Fig. 1: run 1, drive-strength map
(4 px per um)
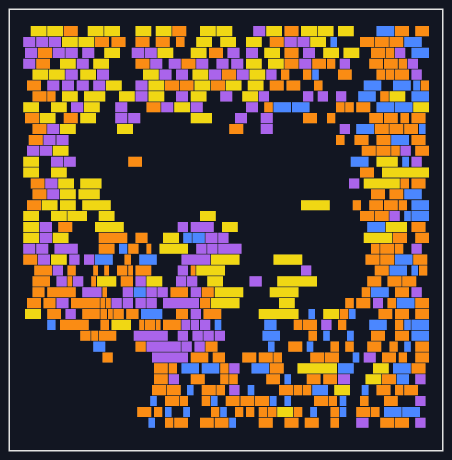
Fig. 2: run 1, congestion heat map
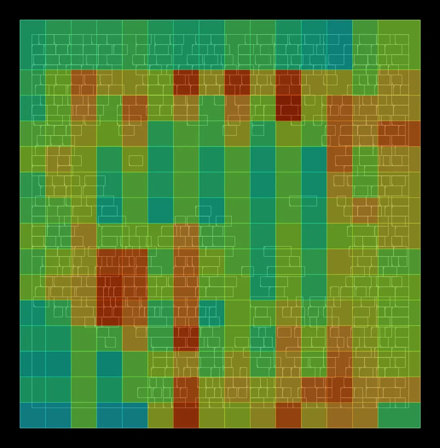
Fig. 3: run 1, layout detail
Window x 42 to 67, y 42 to 67 um. Cells in gray, sequential cells in the stronger gray; small squares are vias.
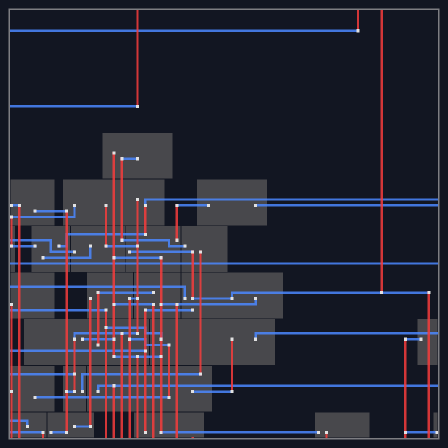
Fig. 4: run 1, where the registers sit
(3 px per um) Other sequential cells in the stronger gray, the rest of the logic in the fainter gray.
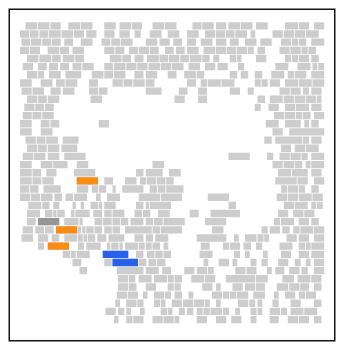
$ cat src/rtl/mem_arbiter.sv
// mem_arbiter: shares one single-ported RAM between icache and dcache.
// Ports: CLK/RST, icache (iREN,iaddr,iwait,iload), dcache (dREN,dWEN,daddr,
// dstore,dwait,dload), RAM (ramREN,ramWEN,ramaddr,ramstore,ramload,
// ramstate), debug grant, sticky mem_err.
module mem_arbiter #(
  parameter int STARVE_LIMIT = 4
) (
  input  logic        CLK,
  input  logic        RST,
  input  logic        iREN,
  input  logic [31:0] iaddr,
  output logic        iwait,
  output logic [31:0] iload,
  input  logic        dREN,
  input  logic        dWEN,
  input  logic [31:0] daddr,
  input  logic [31:0] dstore,
  output logic        dwait,
  output logic [31:0] dload,
  output logic        ramREN,
  output logic        ramWEN,
  output logic [31:0] ramaddr,
  output logic [31:0] ramstore,
  input  logic [31:0] ramload,
  input  logic [1:0]  ramstate,
  output logic [1:0]  grant,
  output logic        mem_err
);

  localparam int CW = $clog2(STARVE_LIMIT + 1);
  localparam logic [CW-1:0] LIMIT = CW'(STARVE_LIMIT);

  localparam logic [1:0] RAM_ACCESS = 2'd2;
  localparam logic [1:0] RAM_ERROR  = 2'd3;

  typedef enum logic [1:0] {
    IDLE  = 2'd0,
    DSERV = 2'd1,
    ISERV = 2'd2
  } state_t;

  state_t state, nextState;
  logic [CW-1:0] starveCnt, nextCnt;

  logic dReq, ramDone, starved;
  logic iDone, dDone;

  assign dReq    = dREN | dWEN;
  // ACCESS and ERROR both end an access
  assign ramDone = ramstate[1];
  assign starved = iREN && (starveCnt == LIMIT);

  // completion requires the requester still asking;
  // a dropped request is an abort, not a completion
  assign dDone = (state == DSERV) && dReq && ramDone;
  assign iDone = (state == ISERV) && iREN && ramDone;

  always_ff @(posedge CLK) begin
    if (RST) begin
      state     <= IDLE;
      starveCnt <= '0;
      mem_err   <= 1'b0;
    end else begin
      state     <= nextState;
      starveCnt <= nextCnt;
      if ((iDone || dDone) && ramstate == RAM_ERROR)
        mem_err <= 1'b1;
    end
  end

  always_comb begin
    nextState = state;
    unique case (state)
      IDLE: begin
        if (starved)   nextState = ISERV;
        else if (dReq) nextState = DSERV;
        else if (iREN) nextState = ISERV;
        else           nextState = IDLE;
      end
      DSERV: begin
        if (!dReq || dDone) nextState = IDLE;
      end
      ISERV: begin
        if (!iREN || iDone) nextState = IDLE;
      end
      default: nextState = IDLE;
    endcase
  end

  always_comb begin
    nextCnt = starveCnt;
    if (state == IDLE) begin
      if (!iREN)
        nextCnt = '0;
      else if (nextState == ISERV)
        nextCnt = '0;
      else if (nextState == DSERV && starveCnt != LIMIT)
        nextCnt = starveCnt + CW'(1);
    end
  end

  always_comb begin
    ramREN   = 1'b0;
    ramWEN   = 1'b0;
    ramaddr  = '0;
    ramstore = '0;
    grant    = 2'b00;
    iload    = '0;
    dload    = '0;
    iwait    = iREN & ~iDone;
    dwait    = dReq & ~dDone;
    unique case (state)
      DSERV: begin
        ramWEN   = dWEN;
        ramREN   = dREN & ~dWEN;
        ramaddr  = daddr;
        ramstore = dstore;
        grant    = 2'b10;
        if (dDone && ramstate == RAM_ACCESS)
          dload = ramload;
      end
      ISERV: begin
        ramREN  = iREN;
        ramaddr = iaddr;
        grant   = 2'b01;
        if (iDone && ramstate == RAM_ACCESS)
          iload = ramload;
      end
      default: ;
    endcase
  end

endmodule
$ cat config.mk
export PLATFORM = sky130hd
export DESIGN_NAME = mem_arbiter
export DESIGN_NICKNAME = d
export VERILOG_FILES = /design/src/rtl/mem_arbiter.sv
export SDC_FILE = /design/constraint.sdc
export NUM_CORES = 1
export LEC_CHECK = 0
export CORE_AREA = 3 3 105 107
export CTS_BUF_LIST = sky130_fd_sc_hd__clkbuf_8
export DETAILED_ROUTE_END_ITERATION = 12
export DIE_AREA = 0 0 108 110
export PLACE_DENSITY = 0.73
export SYNTH_ARGS = -nofsm -noshare
export SYNTH_HDL_FRONTEND = slang
export SYNTH_SLANG_ARGS = --single-unit
$ cat constraint.sdc
create_clock -name CLK -period 1.9 [get_ports CLK]
set_input_delay 0.38 -clock CLK [delete_from_list [all_inputs] [get_ports CLK]]
set_output_delay 0.38 -clock CLK [all_outputs]
set_load 0.02 [all_outputs]
==> changes_impl.md, run 1 <==
### Implementation results

* Crit path max fanout at 8
* Slowest-stage cell, CP: dfxtp_4
* Leading power group: combinational cells
* Mapped Cells at 247
* Final Hold Viols at 0
* Synth Warn # at 0
* Post-synth seq share at 7.18%
* Pins Over Slew Limit at 0
* Hold Crit Class: reg -> reg
* CTS Buf Count at 3
* Cells in synth_stat.txt at 247
* Placement Setup Slack at -0.674 ns
* Area growth syn-to-layout at 232%
* Post-DR vias/cell at 4.35
* Violated checks: setup timing
* Yosys Chip Area at 0.00167 mm2
* FP Util at 16.4%
* Flop pwr share at 10.4%
* DRT Pass-1 Iters at 4
* Cells after DPL at 659
* P_leak at 2.43 nW
* Worst hold path depth at 2
* Final period utilization at 105%
* R2R Path Start: state[1]
* Root Driver: clkbuf_8
* Final worst setup slack at -0.0969 ns
* VDD IR max at 0.288 mV
* RSZ-0062 raised after global routing: true
* Largest net degree at the start of global routing at 35
* Fin area at 0.00556 mm2
* Status: finished with violations
* Top cell excl fill/tap: clkdlybuf4s50_1
* Logic pwr share at 76.4%
* Starting DRC count in detailed routing at 152
* Fin cells at 693
* F_max at 501 MHz
* Power per cell area at 273 mW/mm2
* Setup Viol. Count Final at 89
* Setup Crit Path Kind: reg -> out
* Post-route ant nets at 0
* WP data required at 1.52 ns
* Post-DR wirelength/cell at 17.7 um
* Area leader, netlist: and2_1
* CP Capture Type: output port
* Via Count at 3017
* Top area contributor share at 36.6%
* Largest stage delay, worst path at 0.36 ns
* Core area at 0.0102 mm2
* Postcts setup bufs at 14
About Fig. 1:
- purple: drive 3 to 4 (cells 133; share 24%; most used and2_4)
- orange: drive 1 or less (cells 240; share 43%; most used clkdlybuf4s50_1)
- blue: drive 2 (cells 78; share 14%; most used a22oi_2)
- yellow: drive 6 and up (cells 106; share 19%; most used buf_6)

About Fig. 2:
met2 Usage GRT: 35.1%
GRT Total Usage: 17.2%
grt met3 use: 3.67%

About Fig. 3:
- red: met2
- blue: met1
- sequential cells in the window: 0
- most frequent: buf_4 (7), buf_6 (3), and2_4 (2)
- cells with their middle in the window: 20

About Fig. 4:
- orange: starveCnt (flops 3)
- blue: state (flops 2)

[run 1: worst min-delay path, stage by stage, from the launching register on]
cell and delay, ns:
dfxtp_1 0.33, a31oi_1 0.05, nor2_1 0.08
[run 1: Yosys cell counts]
| master | n |
|---|---|
| a22oi_1 | 32 |
| nand3_1 | 1 |
| a21boi_0 | 2 |
| o311ai_0 | 1 |
| clkbuf_1 | 19 |
| clkdlybuf4s15_1 | 1 |
| nand2_1 | 10 |
| buf_2 | 2 |
| dfxtp_1 | 6 |
| o211ai_2 | 1 |
| o2111ai_1 | 1 |
| ha_1 | 8 |
| and4b_2 | 1 |
| nand3b_1 | 3 |
| and2_1 | 98 |
| a21oi_1 | 2 |
| o21a_1 | 1 |
| o2bb2ai_1 | 1 |
| o31ai_1 | 1 |
| inv_1 | 5 |
| and2b_2 | 1 |
| o21ai_1 | 1 |
| nor2_1 | 4 |
| nor2b_1 | 32 |
| a211oi_2 | 2 |
| nor3b_1 | 1 |
| a2111o_1 | 1 |
| o2111a_1 | 1 |
| a211o_1 | 1 |
| nor4b_1 | 1 |
| nor3_1 | 2 |
| a31oi_1 | 2 |
| o21ai_0 | 2 |
[run 1: area by class of cell]
| type | instances | area, um2 | share of cell area, % |
|---|---|---|---|
| timing repair buffer | 329 | 3310 | 59.6 |
| inverter | 5 | 23.8 | 0.428 |
| multi-input combinational | 214 | 1880 | 33.9 |
| clock buffer | 3 | 41.3 | 0.743 |
| tap | 136 | 170 | 3.06 |
| sequential | 6 | 128 | 2.30 |
[run 1: metal layers]
metal | up-vias | global-route usage, % | wire length [um]
li1 | 1460 | - | -
met3 | 7 | 3.67 | 941
met1 | 1426 | 18.6 | 4550
met5 | - | 0 | 0
met4 | 0 | 1.80 | 69
met2 | 124 | 35.1 | 6680
## Run 2: what changed since run 1
--- a/config.mk
+++ b/config.mk
@@ -5,11 +5,13 @@
 export SDC_FILE = /design/constraint.sdc
 export NUM_CORES = 1
 export LEC_CHECK = 0
+export CAP_MARGIN = 30
 export CORE_AREA = 3 3 105 107
 export CTS_BUF_LIST = sky130_fd_sc_hd__clkbuf_8
 export DETAILED_ROUTE_END_ITERATION = 12
 export DIE_AREA = 0 0 108 110
-export PLACE_DENSITY = 0.73
+export PLACE_DENSITY = 0.7
+export SLEW_MARGIN = 15
 export SYNTH_ARGS = -nofsm -noshare
 export SYNTH_HDL_FRONTEND = slang
 export SYNTH_SLANG_ARGS = --single-unit
Fig. 5: run 2, layout detail
Window x 42 to 67, y 42 to 67 um. Cells in gray, sequential cells in the stronger gray; small squares are vias.
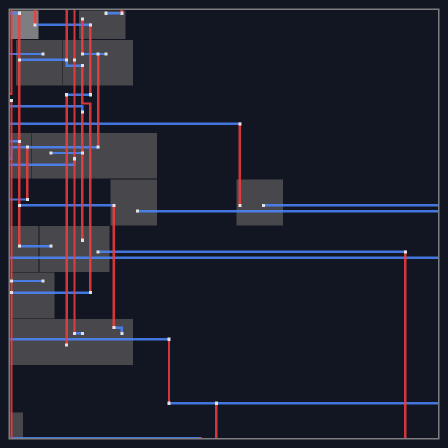
- red: met2
- blue: met1
- most frequent: buf_4 (4), buf_6 (2)
- sequential cells in the window: 0
- cells with their middle in the window: 8

Fig. 6: run 2, M2 wires
(3 px per um)
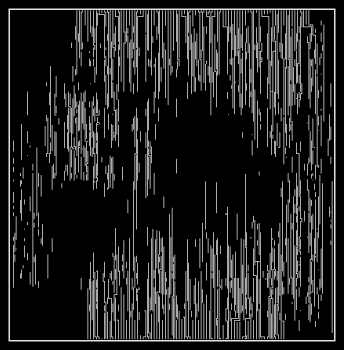
- main direction: vertical
- longest straight run: 50.5 um
- share of all routed wire: 53%
- wire length on this layer: 6840 um

Fig. 7: run 2, drive-strength map
(4 px per um)
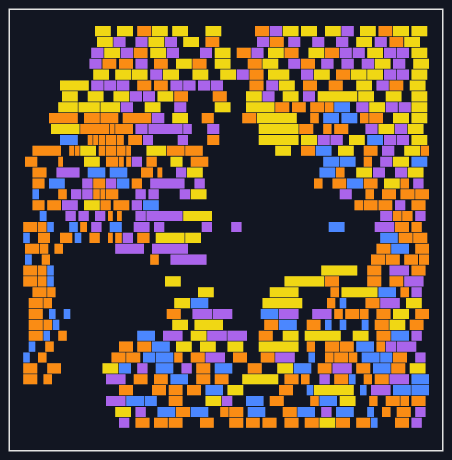
- yellow: drive 6 and up (cells 121; share 22%; most used buf_6)
- orange: drive 1 or less (cells 227; share 41%; most used clkdlybuf4s50_1)
- purple: drive 3 to 4 (cells 131; share 24%; most used and2_4)
- blue: drive 2 (cells 76; share 14%; most used a22oi_2)

==> run 2 against run 1 <==
The flow still finishes with violations (setup timing). Total power rose by 1.8%. Fmax fell by 4.4%. Core utilization rose by 2.5 points. Routed wire length rose by 5.3%. Die area did not move. Clock power fell by 5%. Clock skew barely moved. First-iteration DRC count fell by 30%. Critical endpoint is now iload[27]. Largest cell class unchanged. Largest power group unchanged.
==> changes_impl.md, run 2 <==
### Implementation results

* Top post-synthesis cells by count: and2_1 (98), a22oi_1 (32), nor2b_1 (32), clkbuf_1 (19), nand2_1 (10)
* CLK BUF at 3
* Area growth syn-to-layout at 248%
* Number of enable flip-flop cells at 0
* Top cell excl fill/tap: clkdlybuf4s50_1
* Final period utilization at 110%
* Status: finished with violations
* Slowest-stage cell, CP: dfxtp_4
* Top area contributor share at 36.6%
* Setup Viol. Count Final at 97
* Most frequent cell after synthesis: and2_1
* Number of non-clock inverters in the layout at 5
* Final Hold Viols at 0
* Synth Warn # at 0
* Seq area share at 2.19%
* Non-clk bufs at 327
* Cells in synth_stat.txt at 247
* P_leak at 2.49 nW
* FP Util at 16.4%
* VDD IR max at 0.436 mV
* Flop pwr share at 10.3%
* Top FF cell, synth: dfxtp_1
* ClkCell Share at 0.710%
* Yosys Chip Area at 0.00167 mm2
* Largest stage delay, worst path at 0.35 ns
* Final worst setup slack at -0.189 ns
* DRT Pass-1 Iters at 4
* R2R Path Start: state[0]
* NonClk Buf Share at 59.6%
* Top cell category: buffers
* Pins Over Slew Limit at 0
* Register area at 128 um2
* Hold Crit Class: reg -> reg
* Post-DR vias/cell at 4.48
* Tap Cells at 136
* Combinational share of cell area at 34.2%
* Core area at 0.0102 mm2
* Worst hold path depth at 2
* Async SR Flop Fraction at 0%
* Root Driver: clkbuf_8
* Via Count at 3095
* Logic Gate Count at 214
* Starting DRC count in detailed routing at 106
* Violated checks: setup timing
* Post-synth seq share at 7.18%
==> run 2: netlist changes by cell type in the layout (fill, tap and decap cells not counted), moves of 4 or more <==
cell and delta:
buf_16 +5, buf_4 -17, buf_6 +15, buf_8 -4, clkbuf_2 -8, clkdlybuf4s15_2 +9, nor2b_1 -21, nor2b_4 +19
==> run 2: metal layers <==
layer / GRT usage (%) / vias up / part of all wire [%]
met1: 21.4 / 1468 / 37
met5: 0 / - / 0
met4: 3.97 / 0 / 2.1
met2: 34.5 / 148 / 53
met3: 3.67 / 22 / 7.5
li1: - / 1457 / -
==> run 2: how the worst max path moves through the flow <==
stage               cells past startpoint  slack (ns)        end        start
finish                                  8       -0.19  iload[27]     state[0]
floorplan                               7        0.02  dload[10]     state[1]
detailed placement                      5       -0.60  iload[27]  ramstate[1]
CTS                                     8       -0.17  iload[27]     state[0]
global route                            9       -0.23  dload[25]     state[0]
global placement                        6       -0.60  dload[27]         dREN
==> run 2: through the flow <==
| stage | setup WS (ns) | hold slack [ns] | instance area [um2] | cells |
|---|---|---|---|---|
| 5_1_grt | -0.233 | 0.537 | 5820 | 691 |
| 3_3_place_gp | -0.596 | 0.478 | 4740 | 660 |
| 6_report | -0.189 | 0.490 | 5820 | 691 |
| 2_1_floorplan | 0.0207 | 0.465 | 1670 | 247 |
| 3_5_place_dp | -0.598 | 0.488 | 4740 | 660 |
| 4_1_cts | -0.175 | 0.505 | 5350 | 686 |
==> run 2: cell families after synthesis <==
logic type / Yosys count / synth area share, %
fa+ha+maj: 8 / 5.98
buf+inv: 27 / 6.58
compound gates: 52 / 24.1
flops: 6 / 7.18
simple gates: 154 / 56.2
Power is estimated from default activity; no workload was simulated.
